--- config.mk ---
export PLATFORM = sky130hd
export DESIGN_NAME = chroma_distortion_classifier
export DESIGN_NICKNAME = d
export VERILOG_FILES = /design/src/rtl/chroma_distortion_classifier.sv
export SDC_FILE = /design/constraint.sdc
export NUM_CORES = 2
export LEC_CHECK = 0
export CAP_MARGIN = 20
export CORE_MARGIN = 2
export CORE_UTILIZATION = 25
export DETAILED_ROUTE_END_ITERATION = 12
export SETUP_SLACK_MARGIN = 0.2
export SLEW_MARGIN = 20
export SYNTH_ARGS = -nofsm -noshare
export SYNTH_HDL_FRONTEND = slang
export SYNTH_SLANG_ARGS = --single-unit
--- constraint.sdc ---
create_clock -name clk -period 13.4 [get_ports clk]
set_clock_uncertainty 0.1 [all_clocks]
set_input_delay 2.68 -clock clk [delete_from_list [all_inputs] [get_ports clk]]
set_output_delay 2.68 -clock clk [all_outputs]
set_load 0.05 [all_outputs]
--- src/rtl/chroma_distortion_classifier.sv ---
// chroma_distortion_classifier
// Computes the normalised chromaticity distortion squared for one pixel,
// CD2 = sum over R,G,B of ((I - alpha*E)/sigma)^2, using one serial
// restoring divider shared by the three channels. It then classifies the
// pixel as BG/FG/SHADOW/HIGHLIGHT and presents the result on a
// valid/ready handshake.
//
// state  | meaning
// -------+----------------------------------------------------------
// IDLE   | waiting for a pixel; in_ready is high
// PREP   | form |I - alpha*E| for the current channel, load divider
// DIV    | 16 restoring-division steps, one quotient bit per cycle
// ACC    | add r*r into the accumulator, advance channel R->G->B
// CLASS  | compare against the captured thresholds, register result
// OUT    | hold result until out_ready, then clear and return to IDLE
module chroma_distortion_classifier #(
  parameter int TAG_W = 17
) (
  input  logic             clk,
  input  logic             rst_n,
  input  logic             valid_in,
  output logic             in_ready,
  input  logic [7:0]       I_R,
  input  logic [7:0]       I_G,
  input  logic [7:0]       I_B,
  input  logic [15:0]      E_R,
  input  logic [15:0]      E_G,
  input  logic [15:0]      E_B,
  input  logic [15:0]      sigma_R,
  input  logic [15:0]      sigma_G,
  input  logic [15:0]      sigma_B,
  input  logic [31:0]      alpha,
  input  logic [TAG_W-1:0] tag_in,
  input  logic [31:0]      t_cd2,
  input  logic [31:0]      a_bg_lo,
  input  logic [31:0]      a_bg_hi,
  input  logic [31:0]      a_sh_min,
  output logic             valid_out,
  input  logic             out_ready,
  output logic [1:0]       pix_class,
  output logic [33:0]      cd2,
  output logic [TAG_W-1:0] tag_out
);

  typedef enum logic [2:0] {
    S_IDLE, S_PREP, S_DIV, S_ACC, S_CLASS, S_OUT
  } state_t;

  localparam logic [1:0] CLS_BG = 2'b00;
  localparam logic [1:0] CLS_FG = 2'b01;
  localparam logic [1:0] CLS_SH = 2'b10;
  localparam logic [1:0] CLS_HL = 2'b11;

  state_t            state;
  logic [1:0]        ch;
  logic [3:0]        div_cnt;

  logic [7:0]        i_r_q, i_g_q, i_b_q;
  logic [15:0]       e_r_q, e_g_q, e_b_q;
  logic [15:0]       sg_r_q, sg_g_q, sg_b_q;
  logic [31:0]       alpha_q;
  logic [TAG_W-1:0]  tag_q;
  logic [31:0]       t_cd2_q, bg_lo_q, bg_hi_q, sh_min_q;

  logic [15:0]       s_q;
  logic              ovf_q;
  logic [15:0]       rem_q;
  logic [15:0]       dvd_q;
  logic [15:0]       quo_q;
  logic [33:0]       acc;

  // PREP datapath signals
  logic [7:0]        cur_i;
  logic [15:0]       cur_e, cur_sg, s_c, m_c;
  logic signed [48:0] prod, p_full;
  logic signed [49:0] d_c;
  logic [49:0]       d_abs;
  logic              ovf_c;

  // DIV / ACC / CLASS signals
  logic [16:0]       trial, diff;
  logic              ge;
  logic [15:0]       r_c;
  logic [31:0]       r_sq;
  logic [1:0]        cls_c;

  assign in_ready = (state == S_IDLE);

  // Channel select and |I - alpha*E| with saturation, plus overflow detect
  always_comb begin
    cur_i  = i_b_q;
    cur_e  = e_b_q;
    cur_sg = sg_b_q;
    case (ch)
      2'd0: begin cur_i = i_r_q; cur_e = e_r_q; cur_sg = sg_r_q; end
      2'd1: begin cur_i = i_g_q; cur_e = e_g_q; cur_sg = sg_g_q; end
      default: ;
    endcase
    s_c    = (cur_sg == 16'h0000) ? 16'h0001 : cur_sg;
    prod   = $signed({{17{alpha_q[31]}}, alpha_q}) * $signed({33'b0, cur_e});
    p_full = prod >>> 16;
    // 50 bits: the product term reaches 2^47, so the difference cannot wrap
    d_c    = $signed({34'b0, cur_i, 8'b0}) - $signed({p_full[48], p_full});
    d_abs  = d_c[49] ? 50'(-d_c) : 50'(d_c);
    m_c    = (|d_abs[49:16]) ? 16'hFFFF : d_abs[15:0];
    ovf_c  = ({8'b0, m_c} >= {s_c, 8'b0});
  end

  // One restoring-division step; the borrow bit is valid because rem < s
  always_comb begin
    trial = {rem_q, dvd_q[15]};
    diff  = trial - {1'b0, s_q};
    ge    = ~diff[16];
    r_c   = ovf_q ? 16'hFFFF : quo_q;
    r_sq  = {16'b0, r_c} * {16'b0, r_c};
  end

  // Classification in priority order: FG, BG, SHADOW, HIGHLIGHT
  always_comb begin
    if ((acc > {2'b0, t_cd2_q}) || ($signed(alpha_q) < $signed(sh_min_q)))
      cls_c = CLS_FG;
    else if (($signed(alpha_q) >= $signed(bg_lo_q)) &&
             ($signed(alpha_q) <= $signed(bg_hi_q)))
      cls_c = CLS_BG;
    else if ($signed(alpha_q) < $signed(bg_lo_q))
      cls_c = CLS_SH;
    else
      cls_c = CLS_HL;
  end

  // Control FSM with captured inputs, divider, accumulator and outputs
  always_ff @(posedge clk or negedge rst_n) begin
    if (!rst_n) begin
      state     <= S_IDLE;
      ch        <= 2'd0;
      div_cnt   <= 4'd0;
      i_r_q     <= '0; i_g_q  <= '0; i_b_q  <= '0;
      e_r_q     <= '0; e_g_q  <= '0; e_b_q  <= '0;
      sg_r_q    <= '0; sg_g_q <= '0; sg_b_q <= '0;
      alpha_q   <= '0;
      tag_q     <= '0;
      t_cd2_q   <= '0; bg_lo_q <= '0; bg_hi_q <= '0; sh_min_q <= '0;
      s_q       <= '0;
      ovf_q     <= 1'b0;
      rem_q     <= '0;
      dvd_q     <= '0;
      quo_q     <= '0;
      acc       <= '0;
      valid_out <= 1'b0;
      pix_class <= CLS_BG;
      cd2       <= '0;
      tag_out   <= '0;
    end else begin
      case (state)
        S_IDLE: begin
          if (valid_in) begin
            i_r_q    <= I_R;     i_g_q  <= I_G;     i_b_q  <= I_B;
            e_r_q    <= E_R;     e_g_q  <= E_G;     e_b_q  <= E_B;
            sg_r_q   <= sigma_R; sg_g_q <= sigma_G; sg_b_q <= sigma_B;
            alpha_q  <= alpha;
            tag_q    <= tag_in;
            t_cd2_q  <= t_cd2;
            bg_lo_q  <= a_bg_lo;
            bg_hi_q  <= a_bg_hi;
            sh_min_q <= a_sh_min;
            ch       <= 2'd0;
            state    <= S_PREP;
          end
        end
        S_PREP: begin
          // Dividend is m<<8: its top 8 bits seed the remainder
          s_q     <= s_c;
          ovf_q   <= ovf_c;
          rem_q   <= {8'b0, m_c[15:8]};
          dvd_q   <= {m_c[7:0], 8'h00};
          quo_q   <= '0;
          div_cnt <= 4'd15;
          state   <= S_DIV;
        end
        S_DIV: begin
          rem_q <= ge ? diff[15:0] : trial[15:0];
          quo_q <= {quo_q[14:0], ge};
          dvd_q <= {dvd_q[14:0], 1'b0};
          if (div_cnt == 4'd0)
            state <= S_ACC;
          else
            div_cnt <= div_cnt - 4'd1;
        end
        S_ACC: begin
          acc <= acc + {2'b0, r_sq};
          if (ch == 2'd2) begin
            state <= S_CLASS;
          end else begin
            ch    <= ch + 2'd1;
            state <= S_PREP;
          end
        end
        S_CLASS: begin
          pix_class <= cls_c;
          cd2       <= acc;
          tag_out   <= tag_q;
          valid_out <= 1'b1;
          state     <= S_OUT;
        end
        S_OUT: begin
          if (out_ready) begin
            valid_out <= 1'b0;
            acc       <= '0;
            state     <= S_IDLE;
          end
        end
        default: state <= S_IDLE;
      endcase
    end
  end

endmodule
Figure 1. Clock wiring as the flow saved it.
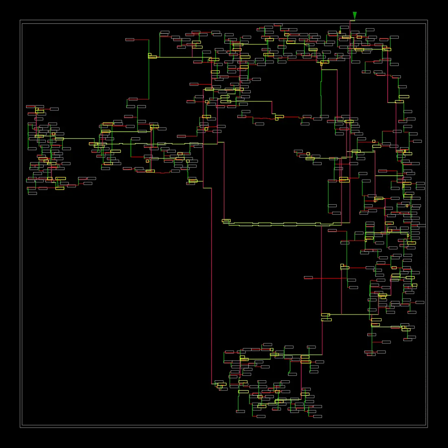
number of clock buffers in the layout: 77

Figure 2. Met3 routing.
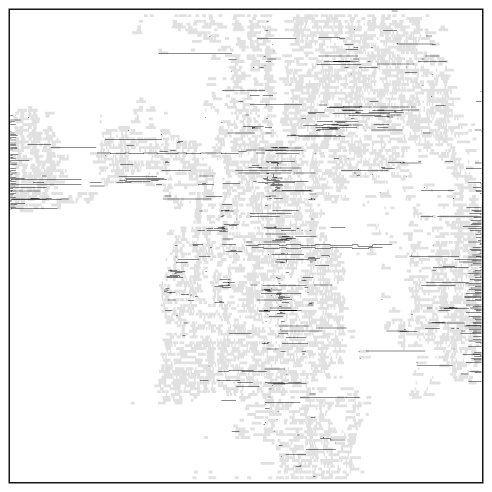
nets with wire on the layer: 443
wire length on this layer: 6960 µm
main direction: horizontal
longest straight run: 69.2 µm

==> tab_implementation.tex <==
% Table of physical implementation metrics
\begin{tabular}{lr}
\hline
Metric & Value \\
\hline
\multicolumn{2}{l}{\textbf{Floorplan}} \\
Die Footprint & 200000 µm² \\
Io pins & 356 \\
\multicolumn{2}{l}{\textbf{Place}} \\
Detailed-placement wirelength estimate & 122 mm \\
Placed cell areas & 55900 µm² \\
\multicolumn{2}{l}{\textbf{Route}} \\
Vias/cell & 4.57 \\
Detailed route wirelength on metal3 & 6.96 mm \\
\multicolumn{2}{l}{\textbf{Flow run}} \\
Count of maximum capacitance violations & 0 \\
\multicolumn{2}{l}{\textbf{Setup path}} \\
Endpoint required time on the critical path & 13.86 ns \\
Arr. time, crit path & 12.98 ns \\
Critical Path End Type & flip-flop \\
\multicolumn{2}{l}{\textbf{Logic synthesis}} \\
Top-area cell type share of the netlist area & 27.8\% \\
Floorplan net count & 6519 \\
XOR/XNOR Area Share & 2.05\% \\
\multicolumn{2}{l}{\textbf{Cells and area}} \\
Post-route non-filler standard cell count & 8134 \\
Biggest Area Class & multi-input combinational cells \\
\multicolumn{2}{l}{\textbf{Global route}} \\
Wire length of the first global-routing pass & 235 mm \\
Global-route track usage on met3 & 1.70\% \\
\multicolumn{2}{l}{\textbf{STA}} \\
Shortest clock period the worst path allows after layout & 12.53 ns \\
\multicolumn{2}{l}{\textbf{Run status}} \\
Outcome & finished, final reports clean \\
\hline
\end{tabular}
Figure 3. Zoomed window.
Window x 204 to 244, y 204 to 244 µm. Cells in gray, sequential cells in the stronger gray; small squares are vias.
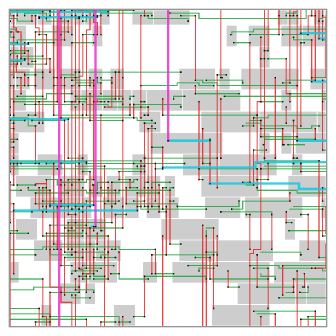
legend:
  M2:
    color: red
  M3:
    color: cyan
  M1:
    color: green
  M4:
    color: magenta
most frequent: nand2_1 (15), fa_1 (15), a21oi_1 (9)
sequential cells in the window: 0
cells with their middle in the window: 99

Figure 4. Wire density map.
Scale bar: 100 µm. The die is cut into 22 by 22 equal tiles; white is low, dark blue is high, scaled to the fullest tile. Values are wire area over tile area, all layers added.
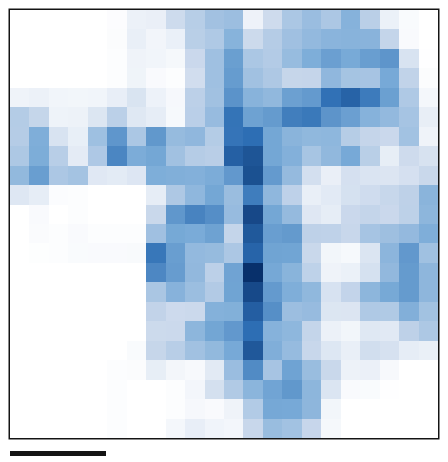
mean over tiles: 0.12
densest ninth of the die: center
tiles over half the peak: 16%
fullest tile: 0.48
emptiest ninth of the die: south-west

